File: config.mk
export PLATFORM = sky130hd
export DESIGN_NAME = wb_seg_q
export DESIGN_NICKNAME = d
export VERILOG_FILES = /design/src/rtl/wb_seg_q.sv
export SDC_FILE = /design/constraint.sdc
export NUM_CORES = 1
export LEC_CHECK = 0
export CORE_ASPECT_RATIO = 0.6
export CORE_MARGIN = 5
export CORE_UTILIZATION = 40
export CTS_BUF_LIST = sky130_fd_sc_hd__clkbuf_4
export DETAILED_ROUTE_END_ITERATION = 12
export GPL_ROUTABILITY_DRIVEN = 0
export PLACE_DENSITY_LB_ADDON = 0.2
export SETUP_SLACK_MARGIN = 0.1
export SLEW_MARGIN = 20
export SYNTH_ARGS = -nofsm -noshare
export SYNTH_HDL_FRONTEND = slang
export SYNTH_SLANG_ARGS = --single-unit
File: constraint.sdc
create_clock -name clk -period 9.1 [get_ports clk]
set_input_delay 1.365 -clock clk [delete_from_list [all_inputs] [get_ports clk]]
set_output_delay 1.365 -clock clk [all_outputs]
set_load 0.05 [all_outputs]
File: src/rtl/wb_seg_q.sv
// In-order retire queue between MEM and the register-file write port.
// Optional lookup of queued-but-unwritten results enabled by `define WB_SEG_FWD_EN.
module wb_seg_q #(
  parameter int DATA_W = 32,
  parameter int REG_AW = 5,
  parameter int DEPTH  = 2
) (
  input  logic              clk,
  input  logic              rst,
  input  logic              flush,
  input  logic              in_valid,
  output logic              in_ready,
  input  logic              in_sel_lmd,
  input  logic              in_wr_en,
  input  logic [REG_AW-1:0] in_wr_addr,
  input  logic [DATA_W-1:0] in_lmd,
  input  logic [DATA_W-1:0] in_aluo,
  input  logic              in_cond,
  output logic              wb_valid,
  input  logic              wb_ready,
  output logic              wb_write,
  output logic [REG_AW-1:0] wb_addr,
  output logic [DATA_W-1:0] wb_data,
  output logic              cond,
  output logic [31:0]       retired_cnt,
  input  logic [REG_AW-1:0] fwd_addr,
  output logic              fwd_hit,
  output logic [DATA_W-1:0] fwd_data
);

  localparam int CW = $clog2(DEPTH) + 1;
  localparam int IW = $clog2(DEPTH);

  logic [DATA_W-1:0] r_data [DEPTH];
  logic [REG_AW-1:0] r_addr [DEPTH];
  logic [DEPTH-1:0]  r_wen;
  logic [DEPTH-1:0]  r_cond;

  logic [CW-1:0]     r_wr_ptr;
  logic [CW-1:0]     r_rd_ptr;
  logic [CW-1:0]     r_count;
  logic [31:0]       r_retired;

  logic              w_push;
  logic              w_pop;
  logic [IW-1:0]     w_wr_idx;
  logic [IW-1:0]     w_rd_idx;
  logic [DATA_W-1:0] w_in_data;

  function automatic logic [CW-1:0] next_ptr(input logic [CW-1:0] p);
    return (p == CW'(DEPTH - 1)) ? '0 : p + 1'b1;
  endfunction

  assign in_ready  = (r_count != CW'(DEPTH));
  assign wb_valid  = (r_count != '0);
  assign w_push    = in_valid & in_ready;
  assign w_pop     = wb_valid & wb_ready;
  assign w_wr_idx  = r_wr_ptr[IW-1:0];
  assign w_rd_idx  = r_rd_ptr[IW-1:0];
  // Data mux resolved at push so each slot holds only the value to be written.
  assign w_in_data = in_sel_lmd ? in_lmd : in_aluo;

  always_ff @(posedge clk) begin
    if (w_push && !flush) begin
      r_data[w_wr_idx] <= w_in_data;
      r_addr[w_wr_idx] <= in_wr_addr;
      r_wen[w_wr_idx]  <= in_wr_en;
      r_cond[w_wr_idx] <= in_cond;
    end
  end

  always_ff @(posedge clk or negedge rst) begin
    if (!rst) begin
      r_wr_ptr  <= '0;
      r_rd_ptr  <= '0;
      r_count   <= '0;
      r_retired <= '0;
    end else if (flush) begin
      r_wr_ptr  <= '0;
      r_rd_ptr  <= '0;
      r_count   <= '0;
    end else begin
      if (w_push) r_wr_ptr <= next_ptr(r_wr_ptr);
      if (w_pop) begin
        r_rd_ptr  <= next_ptr(r_rd_ptr);
        r_retired <= r_retired + 32'd1;
      end
      case ({w_push, w_pop})
        2'b10:   r_count <= r_count + 1'b1;
        2'b01:   r_count <= r_count - 1'b1;
        default: r_count <= r_count;
      endcase
    end
  end

  // Head fields are gated so an empty queue never exposes stale storage.
  assign wb_addr     = wb_valid ? r_addr[w_rd_idx] : '0;
  assign wb_data     = wb_valid ? r_data[w_rd_idx] : '0;
  assign cond        = wb_valid ? r_cond[w_rd_idx] : 1'b0;
  assign wb_write    = wb_valid & r_wen[w_rd_idx] & (r_addr[w_rd_idx] != '0);
  assign retired_cnt = r_retired;

`ifdef WB_SEG_FWD_EN
  int w_fwd_idx;

  // Scan oldest to newest so the youngest matching entry is left on the output.
  always_comb begin
    fwd_hit   = 1'b0;
    fwd_data  = '0;
    w_fwd_idx = 0;
    for (int k = 0; k < DEPTH; k++) begin
      w_fwd_idx = int'(r_rd_ptr) + k;
      if (w_fwd_idx >= DEPTH) w_fwd_idx = w_fwd_idx - DEPTH;
      if ((k < int'(r_count)) && r_wen[w_fwd_idx[IW-1:0]] &&
          (r_addr[w_fwd_idx[IW-1:0]] != '0) &&
          (r_addr[w_fwd_idx[IW-1:0]] == fwd_addr)) begin
        fwd_hit  = 1'b1;
        fwd_data = r_data[w_fwd_idx[IW-1:0]];
      end
    end
  end
`else
  logic w_unused_fwd;
  assign w_unused_fwd = ^fwd_addr;
  assign fwd_hit      = 1'b0;
  assign fwd_data     = '0;
`endif

endmodule

Fig. 1: run 1, selected gate families
Scale: 2 px per um.
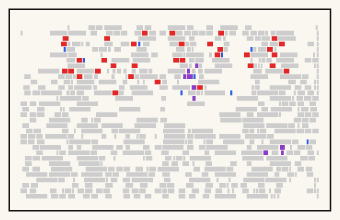
purple -> inverting AOI/OAI gates  # cells 9, most used a21oi_1
red -> XOR/XNOR gates  # cells 33, most used xor2_1, where a horizontal strip, top
blue -> inverters  # cells 9, most used inv_1

Fig. 2: run 1, wires at chosen ports, followed through buffers
Scale: 3 px per um.
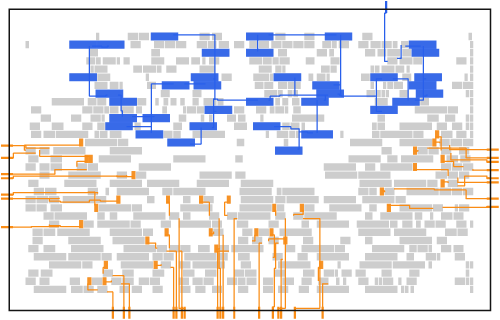
blue -> rst  # bits 1, direction input, end cells 36, buffers 2, wire 360 um
orange -> wb_data  # bits 32, direction output, end cells 32, buffers 32, wire 889 um

Fig. 3: run 1, clock network drawn from the DEF
Scale: 3 px per um.
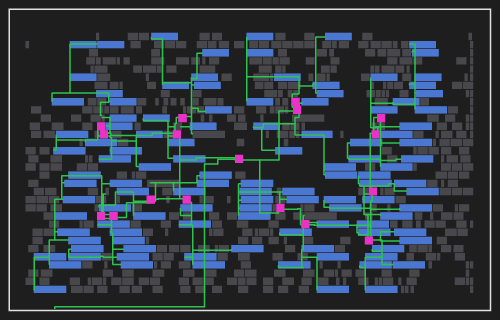
blue -> flip-flops  # count 114
magenta -> clock drivers  # count 17
green -> clock wires  # length 1360 um
routed clock nets = 18

==> summary.txt, run 1 <==
fresh numbers from the pnr run: status=complete, no violations, CP Data Required Time=7.74 ns, reg2reg setup slack=6.93 ns, Flops after synth=114, Synth top cell by count=edfxtp_1, Clk Latency, worst-skew pair=0.48 ns, area share, top type=43.4%, RSZ-0062 raised after global routing=no, row cnt=32, CP delay by family, top=simple AND/OR/NAND/NOR gates, Longest Clk Path Bufs=2, CP peak stage delay=0.79 ns, top post-synthesis cells by count=78 x edfxtp_1, 43 x nor2_1, 38 x mux2i_1, pin count of the biggest net entering global routing=41, max cap viols=0, final setup fails=0, drt total wl=12.2 mm, Worst Path Arrival=2.70 ns, DRC violations left=0, worst reg2reg path depth=4, Warnings, synthesis=0, Core Footprint=13000 sq um, Worst setup EP type=output pin, minimum clock period=4.07 ns, critical path cell sequence=nor2_4, nor2_1, clkdlybuf4s50_1, Clock transition at path regs=0.10 ns, # Cells Yosys=400, fin crit share=44.7%, TritonCTS clock tree=built, layout cell share with drive strength beyond 1=16.1%, Critical R2R Capture=retired_cnt[29], die area=16000 sq um, utilization after layout=55.8%, Via Count=3519, IO Count=188, Hold Crit Endpoint=retired_cnt[31], fmax=0.246 GHz, HP Class=reg -> reg, Leak=2.73 nW, Die X=160 um, Yosys chip area=5390 sq um, Mean Syn Cell Area=13.5 sq um, antenna diode count=0, Post-synth EDFFs=78, first-pass GRT wire length=19.3 mm, Initial DRC Count=110, Power Density=180 nW/um^2, Routed wire per std cell=16.6 um, HPWL Detailed=8.66 mm, initial antenna violation count=0, Placed Area=6940 sq um, DIE HEIGHT=99.9 um, distinct cell type count after synthesis=35, worst r2r src=r_count[0], top_reg_cell synth=edfxtp_1, worst path bufs/invs=1, count of final hold-check violations=0, Slew headroom=32.5%, CTS buffer count=17, startpoint type of the worst setup path=register, filler instances=1092, Worst-Margin Slew=1.01 ns, cell area after synthesis=5390 sq um, worst hold margin=0.476 ns, Floorplan Utilization=41.4%, Buffers on Ports=149, grt ovf=0, slowest stage cell, crit path=nor2_4, Nets=635, Hold Path Origin=retired_cnt[31], design area=7250 sq um, Overall Power=1.31 mW, Async SR Flop Fraction=31.6%, register share after synthesis=60.1%, maximum VDD drop=0.0986 mV, drt pass-1 iters=4, fin. max-slew vios=0, Cells on Worst Hold Path=1, All-Layer GR Usage=15.3%, Final ANT Viol Nets=0, # clock sinks=114, H-tree levels=4, Layout Skew=0.0154 ns, number of global-route vias before repair=3613, post-CTS setup buffer count=0, area grow syn2layout=34.5%, Mapped Cells=400, vias per std cell=4.79, top cells by area=edfxtp_1 43%, dfrtp_1 17%, mux2i_1 7.1%, mux2_2 6.9%, buf_4 4.6%, tool warnings=31, CTS Root Cell=clkbuf_4, kind of critical path=reg -> out, post_cts resized=0, Hold-fix buffers, CTS=0, TNS Setup=0 ns, Max FO, Critical Path=40, post-synth top area cell=edfxtp_1
==> run 1: stage by stage <==
stage,worst slack (ns),cells
finish,5.03,735
global route,4.80,735
CTS,4.94,735
detailed placement,5.51,703
global placement,5.25,703
floorplan,4.17,432
==> run 1: routing by layer <==
layer | vias up | part of all wire (%) | routed length, um | GRT usage [%]
met1 | 1703 | 44 | 5410 | 19.7
met4 | 0 | 0.99 | 121 | 4.89
met5 | - | 0 | 0 | 0
met3 | 11 | 7.5 | 908 | 5.13
li1 | 1677 | - | - | -
met2 | 128 | 47 | 5730 | 24.7
==> run 1: cells in the final DEF (no fill, tap or decap), drive strengths merged <==
cell	n
clkdlybuf4s50	149
edfxtp	78
nor2	43
mux2i	38
dfrtp	36
mux2	33
conb	33
xor2	22
clkbuf	20
nor4	15
nand2	12
xnor2	11
inv	9
nand3	9
clkinv	7
nor3	6
and4	5
nand4	5
and3	4
bufinv	4
buf	4
nand2b	3
a21oi	3
o21ai	3
or4	2
o211ai	2
nor4b	2
nor3b	2
o22a	1
or3	1
a211oi	1
ha	1
clkinvlp	1
==> run 1: worst max path at each step <==
stage	start	end	slack, ns	depth (start not counted)
floorplan	flush	r_addr[1][0]	4.17	2
global placement	r_rd_ptr[0]	wb_write	5.25	4
detailed placement	wb_ready	retired_cnt[29]	5.51	5
CTS	r_count[0]	wb_data[18]	4.94	3
global route	r_count[0]	wb_data[18]	4.80	3
finish	r_count[0]	wb_data[12]	5.03	3
==> run 1: cells by family after synthesis <==
logic type                 share of synthesized area [%]
DFF                                                 60.1
and+or+nand+nor                                     12.3
muxes                                               13.9
buffers and inverters                               6.71
xor gates and xnor gates                            5.36
AOI/OAI and AO/OA                                   1.21
adders and majority gates                          0.232
other                                             0.0695
==> run 1: worst register-to-register path: stages, from the launching register on <==
cell and delay (ns):
dfrtp_1 0.53, o21ai_2 0.17, or3_1 0.77, nor4_2 0.41, xor2_1 0.20
==> run 1: state kept, by name, summed over array words and instances, names as in the netlist <==
name,flops
r_addr,10
r_cond,2
r_count,2
r_data,64
r_rd_ptr,1
r_wen,2
r_wr_ptr,1
retired_cnt,32
==> run 1: power by group <==
group          switching, mW  internal (mW)
Combinational          0.184          0.105
Sequential            0.0299          0.585
Clock                  0.180          0.224
==> run 1: layout make-up <==
type	count	area, sq um	area share [%]
flip-flops and latches	114	3250	44.8
repair buffers	153	1520	21.0
inverters	9	33.8	0.466
clock inverters	12	164	2.26
multi-input cells	257	1930	26.5
well taps	170	213	2.93
clock buffers	20	150	2.07
Fig. 4: run 1, routed metal per tile
Scale: 2 px per um. 32 x 20 tiles, from white (low) to dark blue (high), scaled to the fullest tile. Values are wire area over tile area, all layers added.
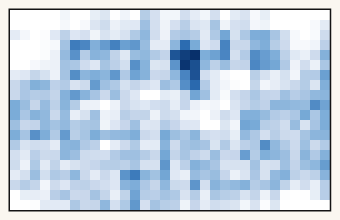

--- run 2 (diff from run 1) ---
Clock period 9.1 ns to 3.9 ns, I/O delays scaled along.
Fig. 5: run 2, routed metal per tile
Scale: 2 px per um. 32 x 20 tiles, from white (low) to dark blue (high), scaled to the fullest tile. Values are wire area over tile area, all layers added.
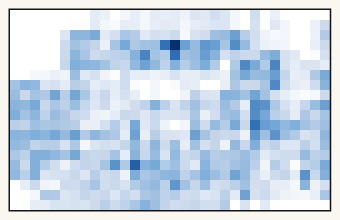
mean over tiles = 0.12
fullest tile = 0.50
nearly empty tiles = 12%
emptiest ninth of the die = top left
tiles over half the peak = 6.9%

Fig. 6: run 2, wires at chosen ports, followed through buffers
Scale: 3 px per um.
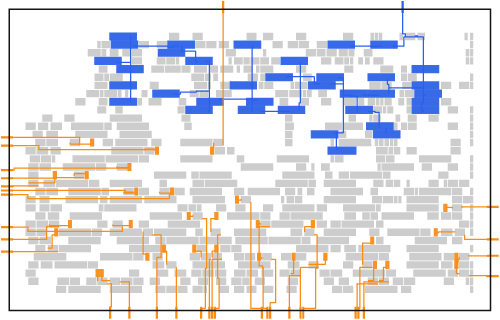
IO Count: 188
Buffers on Ports: 149

Fig. 7: run 2, congestion heat map
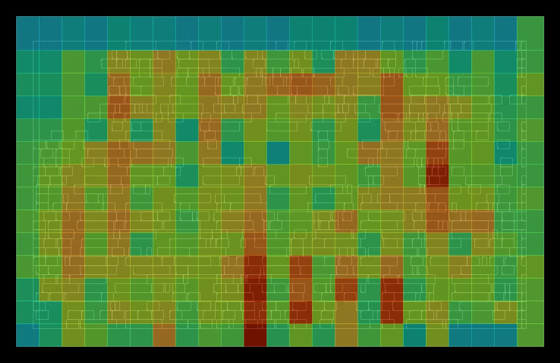
Routed wire per std cell: 16.4 um
grt peak-use layer: met2
met3 Usage GRT: 5.66%

==> run 2 against run 1 <==
Clock skew is essentially flat. Critical endpoint is now wb_addr[2]. Die area is the same. Register-to-register slack lost 5.1 ns. Via count is essentially flat.
==> summary.txt, run 2 <==
fresh numbers from the pnr run: initial antenna violation count=0 (unchanged), # Cells Yosys=400 (unchanged), Hold Path Origin=retired_cnt[31], Final Instance Count excl. Fillers=739 (+0.54%), final setup fails=0 (unchanged), tool warnings=31 (unchanged), Leak=2.74 nW (+0.17%), maximum VDD drop=0.169 mV (+72%), area share, top type=43.4% (unchanged), HPWL Detailed=8.61 mm (-0.65%), distinct cell type count after synthesis=35 (unchanged), cell area after synthesis=5390 sq um (unchanged), All-Layer GR Usage=15.4% (+0.093 points), fmax=0.307 GHz, Post-synth EDFFs=78 (unchanged), design area=7280 sq um (+0.36%), Nets=639 (+0.63%), RSZ-0062 raised after global routing=no, Critical R2R Capture=retired_cnt[21], Clock transition at path regs=0.11 ns (about the same), Synth top cell by count=edfxtp_1, count of final hold-check violations=0 (unchanged), Via Count=3520 (+0.028%), CP Data Required Time=3.31 ns (-4.43 ns), placed cells=707 (+0.57%), Global Route met2 Usage=24.4% (-0.26 points), area grow syn2layout=35.0%, H-tree levels=4 (unchanged), internal power=2.06 mW (+130%), row cnt=32 (unchanged), Die X=160 um (unchanged), TNS Setup=0 ns (unchanged), most flop-heavy register=r_data, number of global-route vias before repair=3581 (-0.89%), fin crit share=83.5%, utilization after layout=56.0% (+0.20 points), drt pass-1 iters=6 (+2), most frequent logic cells in the routed design=149 x clkdlybuf4s50_1, 78 x edfxtp_1, 42 x nor2_1, die area=16000 sq um (unchanged), top cells by area=edfxtp_1 43%, dfrtp_1 17%, mux2i_1 7.1%, mux2_2 6.9%, buf_4 4.6%, HP Class=reg -> reg, Clk pwr share=29.9% (-1.0 points), Mapped Cells=400 (unchanged), pin count of the biggest net entering global routing=40 (-2.4%), CTS buffer count=17 (unchanged), DRC violations left=0 (unchanged), grt met1 use=19.6% (-0.13 points), startpoint type of the worst setup path=register, Sw Share=31.5% (+1.4 points), Mean Syn Cell Area=13.5 sq um (unchanged), Layout Skew=0.0158 ns (+0.000467 ns), reg2reg setup slack=1.79 ns (-5.14 ns), max reg flops=64 (unchanged), Initial DRC Count=188 (+71%), # clock sinks=114 (unchanged), TritonCTS clock tree=built, post-CTS setup buffer count=0 (unchanged), Longest Clk Path Bufs=2 (unchanged), top post-synthesis cells by count=78 x edfxtp_1, 43 x nor2_1, 38 x mux2i_1, max cap viols=0 (unchanged), drt total wl=12.1 mm (-0.39%), layout cell share with drive strength beyond 1=16.9% (+0.77 points), Flops after synth=114 (unchanged), Warnings, synthesis=0 (unchanged), Core Footprint=13000 sq um (unchanged), Clk Latency, worst-skew pair=0.48 ns (about the same), most numerous logic cell after layout=clkdlybuf4s50_1, Seq pwr share=47.2% (+0.2 points), top_reg_cell synth=edfxtp_1, post-synth top area cell=edfxtp_1, register share after synthesis=60.1% (unchanged), worst reg2reg path depth=4 (unchanged), Power Density=414 nW/um^2 (+130%), kind of critical path=reg -> out, grt ovf=0 (unchanged), Hold-fix buffers, CTS=0 (unchanged), Cells on Worst Hold Path=1 (unchanged), Yosys chip area=5390 sq um (unchanged), minimum clock period=3.26 ns, vias per std cell=4.76 (-0.51%), Worst Path Arrival=2.67 ns (-0.03 ns), antenna diode count=0 (unchanged), worst r2r src=r_count[0], Worst setup EP type=output pin, combinational power share=22.9% (+0.8 points), post_cts resized=0 (unchanged), Worst-Margin Slew=0.988 ns (-0.0247 ns), Placed Area=6980 sq um (+0.58%), status=complete, no violations, Slew headroom=34.2% (+1.6 points), fin. max-slew vios=0 (unchanged), Net Sw Power=950 uW (+140%), Hold Crit Endpoint=retired_cnt[31], first-pass GRT wire length=19.3 mm (+0.29%), Max FO, Critical Path=21 (-48%), CTS Root Cell=clkbuf_4, Final ANT Viol Nets=0 (unchanged), Async SR Flop Fraction=31.6% (unchanged), Floorplan Utilization=41.4% (unchanged), DIE HEIGHT=99.9 um (unchanged)
[run 2: cell families after synthesis]
| logic type | share of synthesized area (%) |
|---|---|
| DFF | 60.1 |
| adders and majority gates | 0.232 |
| AOI/OAI and AO/OA | 1.21 |
| and+or+nand+nor | 12.3 |
| other | 0.0695 |
| muxes | 13.9 |
| buffers and inverters | 6.71 |
| xor gates and xnor gates | 5.36 |
[run 2: metrics by stage]
| stage | total power, mW | hold WS [ns] | setup slack [ns] |
|---|---|---|---|
| 2_1_floorplan | 1.91 | 0.289 | 0.721 |
| 3_3_place_gp | 2.13 | 0.462 | 1.15 |
| 3_5_place_dp | 2.14 | 0.475 | 1.11 |
| 4_1_cts | 3.05 | 0.470 | 0.565 |
| 5_1_grt | 3.16 | 0.499 | 0.451 |
| 6_report | 3.01 | 0.490 | 0.643 |
[run 2: critical path, stage by stage, from the launching register on]
cell and delay, ns:
dfrtp_2 0.77, buf_4 0.35, mux2i_1 0.10, nor2_1 0.13, clkdlybuf4s50_1 0.83
[run 2: power groups by stage]
stage	sequential, mW	combinational (mW)	clock (mW)
after floorplan	1.51	0.400	0
after global placement	1.45	0.686	0
after detailed placement	1.45	0.693	0
after CTS	1.42	0.697	0.929
after global routing	1.44	0.731	0.989
final	1.42	0.690	0.901
[run 2: area by class of cell]
cell class / instances / area (sq um)
flip-flops and latches: 114 / 3240
multi-input cells: 257 / 1940
well taps: 170 / 213
clock buffers: 18 / 135
inverters: 9 / 33.8
clock inverters: 14 / 165
fillers: 1079 / 5730
repair buffers: 157 / 1550
[run 2: per-layer routing]
layer,wire length (um),vias up
li1,-,1699
met1,5290,1692
met2,5670,120
met3,1040,9
met4,117,0
met5,0,-
[run 2: how the worst max path moves through the flow]
stage                            from              end  cells past startpoint
after CTS                 r_rd_ptr[0]       wb_addr[4]                      4
after global placement          flush  retired_cnt[22]                      4
after detailed placement     wb_ready  retired_cnt[18]                      5
final                     r_rd_ptr[0]       wb_addr[2]                      4
after floorplan            r_count[0]     r_addr[1][0]                      3
after global routing      r_rd_ptr[0]      wb_data[19]                      4
Fig. 8: run 2, selected gate families
Scale: 2 px per um.
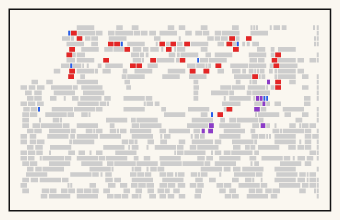

--- run 3 (diff from run 2) ---
Clock period 3.9 ns to 3.1 ns, I/O delays scaled along.
Fig. 9: run 3, selected gate families
Scale: 2 px per um.
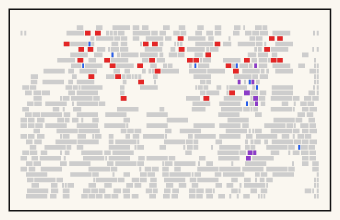
combinational share of cell area: 26.7%
most numerous logic cell after layout: clkdlybuf4s50_1

Fig. 10: run 3, congestion heat map
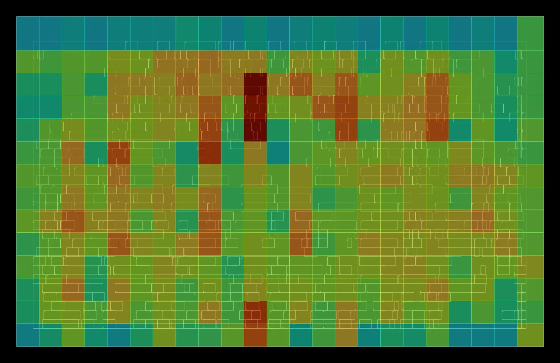
Global Route met2 Usage: 24.3%
grt met1 use: 20.0%
All-Layer GR Usage: 15.2%

==> run 3 against run 2 <==
Worst hold slack got worse by 0.11 ns. Non-clock buffer count rose by 1. Sequential share of layout area barely moved. Critical path depth did not move. Largest power group unchanged.
==> summary.txt, run 3 <==
fresh numbers from the pnr run: startpoint type of the worst setup path=register, DIE HEIGHT=99.9 um (unchanged), Overall Power=3.60 mW (+20%), CTS Root Cell=clkbuf_4, top post-synthesis cells by count=78 x edfxtp_1, 43 x nor2_1, 38 x mux2i_1, Layout Skew=0.0137 ns (-0.00215 ns), Nets=641 (+0.31%), Post-synth EDFFs=78 (unchanged), area share, top type=43.4% (unchanged), register share after synthesis=60.1% (unchanged), Initial DRC Count=180 (-4.3%), most flop-heavy register=r_data, most frequent logic cells in the routed design=143 x clkdlybuf4s50_1, 78 x edfxtp_1, 42 x nor2_1, grt ovf=0 (unchanged), Worst Path Arrival=2.41 ns (-0.26 ns), Logic area=1940 sq um (+0.32%), kind of critical path=reg -> out, Buffers on Ports=149 (unchanged), fmax=0.348 GHz, row cnt=32 (unchanged), Clock transition at path regs=0.11 ns (about the same), Yosys chip area=5390 sq um (unchanged), max cap viols=0 (unchanged), maximum VDD drop=0.264 mV (+56%), Clk Latency, worst-skew pair=0.49 ns (about the same), Final ANT Viol Nets=0 (unchanged), filler instances=1091 (+1.1%), internal power=2.36 mW (+14%), distinct cell type count after synthesis=35 (unchanged), Flops after synth=114 (unchanged), minimum clock period=2.87 ns, worst reg2reg path depth=4 (unchanged), Slew headroom=57.5% (+23 points), TritonCTS clock tree=built, drt total wl=12.3 mm (+1.3%), Warnings, synthesis=0 (unchanged), Worst setup EP type=output pin, antenna diode count=0 (unchanged), layout cell share with drive strength beyond 1=17.3% (+0.47 points), HP Class=in -> async, critical path cell sequence=buf_4, mux2i_1, nor2_1, clkdlybuf4s50_1, CP Data Required Time=2.63 ns (-0.68 ns), register area=3240 sq um (unchanged), Final Instance Count excl. Fillers=741 (+0.27%), HPWL Detailed=8.76 mm (+1.8%), Final WS setup=0.226 ns (-0.417 ns), Via Count=3545 (+0.71%), pin count of the biggest net entering global routing=40 (unchanged), initial antenna violation count=0 (unchanged), count of final hold-check violations=0 (unchanged), Floorplan Utilization=41.4% (unchanged), final setup fails=0 (unchanged), Critical Path Sink=wb_data[29], combinational power share=24.6% (+1.7 points), max reg flops=64 (unchanged), TNS Setup=0 ns (unchanged), status=complete, no violations, CP peak stage delay=0.84 ns (about the same), drt pass-1 iters=4 (-2), Die X=160 um (unchanged), Sw Share=34.5% (+3.0 points), Mean Syn Cell Area=13.5 sq um (unchanged)
Fig. 11: run 3, clock network drawn from the DEF
Scale: 3 px per um.
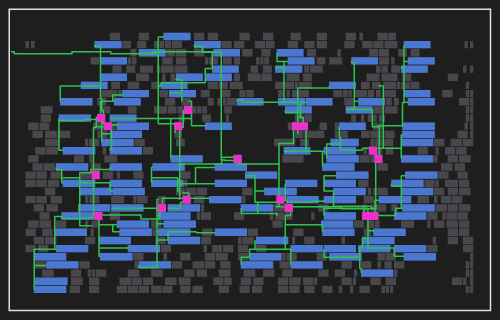
blue -> flip-flops  # count 114
green -> clock wires  # length 1440 um
magenta -> clock drivers  # count 17
routed clock nets = 18
flops lie = spread over the die

## run 3: timing repair
item,in CTS,in global routing
setup buffers,0,0
pin swaps,1,0
endpoints found under the setup margin,21,6
hold buffers,0,0
gates cloned,1,0
resized,0,6
## run 3: power groups by stage
stage	Clock (mW)	Combinational, mW	Sequential [mW]
6_report	0.929	0.885	1.79
5_1_grt	1.03	0.936	1.80
4_1_cts	0.967	0.897	1.79
3_5_place_dp	0	0.892	1.82
3_3_place_gp	0	0.882	1.82
2_1_floorplan	0	0.506	1.89
## run 3: worst min-delay path by stage
stage                           end  slack [ns]  depth (start not counted)
floorplan                r_count[0]        0.17                          0
global placement    retired_cnt[31]        0.46                          1
detailed placement  retired_cnt[26]        0.48                          1
CTS                 retired_cnt[22]        0.35                          2
global route        retired_cnt[22]        0.38                          2
finish              retired_cnt[22]        0.38                          2
## run 3: metrics by stage
stage               hold slack (ns)  utilization, %
floorplan                     0.169               -
global placement              0.463            53.9
detailed placement            0.479            53.9
CTS                           0.347            55.8
global route                  0.376            55.9
finish                        0.377            55.9
## run 3: metal layers
layer	vias up	GRT usage (%)	part of all wire [%]
li1	1696	-	-
met1	1720	20.0	45
met2	118	24.3	47
met3	11	5.38	7.6
met4	0	4.36	0.80
met5	-	0	0
## run 3: layout make-up
| class | count | area share [%] |
|---|---|---|
| clock inverter | 15 | 1.56 |
| sequential | 114 | 44.6 |
| multi-input combinational | 258 | 26.7 |
| tap | 170 | 2.92 |
| timing repair buffer | 158 | 22.0 |
| inverter | 9 | 0.464 |
| clock buffer | 17 | 1.75 |
## run 3: worst register-to-register path: cells and delay by family, from the launching register on
family                 cells  cell delay (ns)
buffers and inverters      1             0.47
and+or+nand+nor            3             0.66
DFF                        1             0.58
## run 3: cells by family (layout without fill, tap and decap cells)
logic type               count (synthesis)  in the layout  share of synthesized area [%]
AND-OR/OR-AND                           10             10                           1.21
adder cells (fa/ha/maj)                  1              1                          0.232
buffers and inverters                   61            199                           6.71
AND/OR/NAND/NOR                        109            110                           12.3
multiplexers                            71             71                           13.9
flip-flops                             114            114                           60.1
other                                    1             33                         0.0695
XOR/XNOR                                33             33                           5.36
Power and IR drop assume default switching activity.
